[src/rtl/aes_round_ctrl.sv]
// Round sequencer for an iterative AES datapath: steps the datapath through the
// initial AddRoundKey, NR rounds and result capture, then holds the block until it is consumed.
module aes_round_ctrl #(
  parameter int NR = 10
) (
  input  logic         clk,
  input  logic         rst_n,
  input  logic         start,
  output logic         in_ready,
  output logic         busy,
  output logic         dp_load,
  output logic         dp_round_en,
  output logic         dp_final,
  output logic [3:0]   round_idx,
  output logic [7:0]   rcon,
  input  logic [127:0] dp_state,
  output logic [127:0] data_out,
  output logic         out_valid,
  input  logic         out_ready,
  output logic [15:0]  blk_count
);

  typedef enum logic [2:0] {
    IDLE,
    LOAD,
    ROUND,
    FINAL,
    CAPTURE,
    OUT
  } state_e;

  state_e         state_q, state_d;
  logic [3:0]     round_q, round_d;
  logic [7:0]     rcon_q, rcon_d;
  logic [127:0]   data_q;
  logic [15:0]    blkCount_q;
  logic           handshake;

  always_ff @(posedge clk) begin
    if (!rst_n) begin
      state_q <= IDLE;
      round_q <= 4'd0;
      rcon_q  <= 8'h00;
    end else begin
      state_q <= state_d;
      round_q <= round_d;
      rcon_q  <= rcon_d;
    end
  end

  // The result register only listens to the datapath during CAPTURE.
  always_ff @(posedge clk) begin
    if (!rst_n) begin
      data_q <= 128'd0;
    end else if (state_q == CAPTURE) begin
      data_q <= dp_state;
    end
  end

  always_ff @(posedge clk) begin
    if (!rst_n) begin
      blkCount_q <= 16'd0;
    end else if (handshake) begin
      blkCount_q <= blkCount_q + 16'd1;
    end
  end

  always_comb begin
    state_d     = state_q;
    round_d     = round_q;
    rcon_d      = rcon_q;
    in_ready    = 1'b0;
    busy        = 1'b0;
    dp_load     = 1'b0;
    dp_round_en = 1'b0;
    dp_final    = 1'b0;
    round_idx   = 4'd0;
    rcon        = 8'h00;
    out_valid   = 1'b0;
    handshake   = 1'b0;

    case (state_q)
      IDLE: begin
        in_ready = 1'b1;
        if (start) begin
          state_d = LOAD;
        end
      end
      LOAD: begin
        busy    = 1'b1;
        dp_load = 1'b1;
        round_d = 4'd1;
        rcon_d  = 8'h01;
        state_d = (NR == 1) ? FINAL : ROUND;
      end
      ROUND: begin
        busy        = 1'b1;
        dp_round_en = 1'b1;
        round_idx   = round_q;
        rcon        = rcon_q;
        round_d     = round_q + 4'd1;
        // GF(2^8) doubling gives the next round constant.
        rcon_d      = {rcon_q[6:0], 1'b0} ^ (rcon_q[7] ? 8'h1B : 8'h00);
        if (round_q == 4'(NR - 1)) begin
          state_d = FINAL;
        end
      end
      FINAL: begin
        busy        = 1'b1;
        dp_round_en = 1'b1;
        dp_final    = 1'b1;
        round_idx   = round_q;
        rcon        = rcon_q;
        round_d     = 4'd0;
        rcon_d      = 8'h00;
        state_d     = CAPTURE;
      end
      CAPTURE: begin
        busy    = 1'b1;
        state_d = OUT;
      end
      OUT: begin
        busy      = 1'b1;
        out_valid = 1'b1;
        if (out_ready) begin
          handshake = 1'b1;
          state_d   = IDLE;
        end
      end
      default: begin
        state_d = IDLE;
      end
    endcase
  end

  assign data_out  = data_q;
  assign blk_count = blkCount_q;

endmodule

[config.mk]
export PLATFORM = sky130hd
export DESIGN_NAME = aes_round_ctrl
export DESIGN_NICKNAME = d
export VERILOG_FILES = /design/src/rtl/aes_round_ctrl.sv
export SDC_FILE = /design/constraint.sdc
export NUM_CORES = 1
export LEC_CHECK = 0
export ABC_AREA = 1
export CAP_MARGIN = 20
export CORE_MARGIN = 2
export CORE_UTILIZATION = 44
export CTS_CLUSTER_SIZE = 12
export DETAILED_ROUTE_END_ITERATION = 6
export HOLD_SLACK_MARGIN = 0.1
export PLACE_DENSITY = 0.94
export RECOVER_POWER = 25
export SLEW_MARGIN = 20
export SYNTH_ARGS = -nofsm -noshare
export SYNTH_HDL_FRONTEND = slang
export SYNTH_SLANG_ARGS = --single-unit
[constraint.sdc]
create_clock -name clk -period 3.13 [get_ports clk]
set_clock_uncertainty 0.15 [all_clocks]
set_input_delay 0.313 -clock clk [delete_from_list [all_inputs] [get_ports clk]]
set_output_delay 0.313 -clock clk [all_outputs]
set_load 0.01 [all_outputs]
**Cells by drive strength**

Scale bar: 20 um.
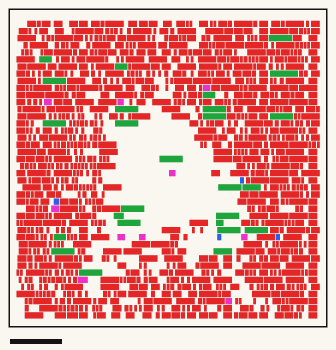
Key: drive 6 and up = green [cells 26]; drive 1 or less = red [cells 1053]; drive 3 to 4 = magenta [cells 10]; drive 2 = blue [cells 4]

**Met4 routing**

Supply wires on this layer in gray.
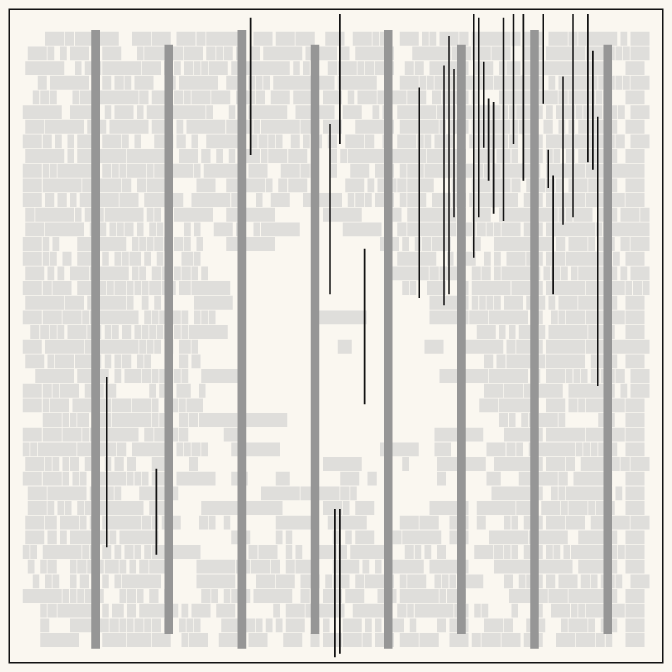
The layer carries 800 um of wire. The wires run mostly vertical. The longest straight run is 49.6 um. 26 nets have wire on it.

**Cell placement**

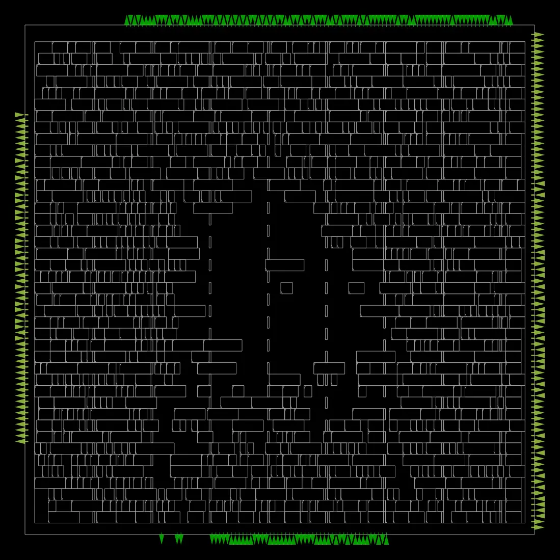
Tap Count: 176
Fill cells: 988
flop count: 159
Seq area share: 33.3%

==> Slide: Implementation Results <==
Implementation Results

Yosys
  • Synth Area in XOR/XNOR: 0.291%
  • Main flop type: dfxtp_1
  • Comb area leader: simple AND/OR/NAND/NOR gates
  • Post-Syn Area per Cell: about 7.4 um^2
  • Floorplan Nets: 946
  • Yosys warns: 0
  • Simple-Gate Area Share: 26.3%
  • Yosys top cell area share: 52.9%
  • Yosys adder share: less than 1%
  • Yosys Instances: ~800

Cells and area
  • NonClk Buf Share: a little under a third
  • Non-clock buffers: between 200 and 300
  • P&R area growth vs syn: 58.7%
  • Largest register FFs: 128
  • Final Instance Area: roughly 0.0095 mm^2
  • Layout clock buffer count: 22
  • Top class by area: sequential cells

Global route
  • Initial antenna violation count: 0
  • Vias in the first global route: a little over 6000
  • Met3 usage: a little over a tenth
  • Most used routing layer in global routing: met2
  • Met1 GRT Util: about 29%

Power and ir drop
  • Clock group: about 2.0 mW
  • Combinational power share: 16.0%
  • Cell Pwr Density: around 530 mW/mm^2
  • Internal power: approximately 3.7 mW
  • Worst VDD drop: 0.463 mV
  • Switching Power: approximately 1.3 mW
  • Total design power: 5.04 mW
  • Clock Power Share: between 40% and 50%

STA
  • Final Hold Viols: 0
  • Final WS setup: roughly 0.6 ns
  • Total negative slack: 0 ns
  • WHS: 0.298 ns
  • Tmin final: roughly 2.5 ns

Worst setup path
  • Worst-path maximum fanout: 14
  • Family with the most delay on the worst path: buffers and inverters
  • R2R Path Start: state_q[1]
  • Worst EP required: 2.67 ns
  • Crit Path Class: flip-flop to output pin
  • Levels on crit path: 4
  • CP peak stage delay: between 0.5 and 0.6 ns
  • CP startpoint: state_q[2]
  • Crit-path cells: inv_1, nand2_1, nor2_1, clkdlybuf4s50_1
  • Crit path DAT: approximately 2.1 ns
  • CP max stage cell: clkdlybuf4s50_1
  • Critical path destination: round_idx[0]

Floorplanning
  • Die Height: around 120 um
  • Die Size: approximately 0.015 mm^2
  • Chip width: roughly 120 um
  • Core area: approximately 0.013 mm^2
  • IO Count: about 290
  • Fp_density: a little under half

CTS
  • Late-Pin Clk Latency: 0.42 ns
  • CTS clk-pin slew, worst paths: approximately 0.07 ns
  • Total CTS buffers: 17
  • Root Buffer: clkbuf_16

Detailed routing
  • Metal2 WL: between 10 and 15 mm
  • First DRT Iteration DRCs: approximately 570
  • Number of routed nets with antenna violations: 0
  • WL met3: 1.83 mm
  • WL/cell: between 15 and 20 um

Flow run
  • Max_cap viols: 0
  • Total tool warning count: 29

Placed design
  • Placement Cell Area: around 0.009 mm^2

Min path
  • WHS Path Cells: 3
  • Hold Path Sink: rcon_q[4]

Status
  • Status: finished clean
Power is estimated from default activity; no workload was simulated.
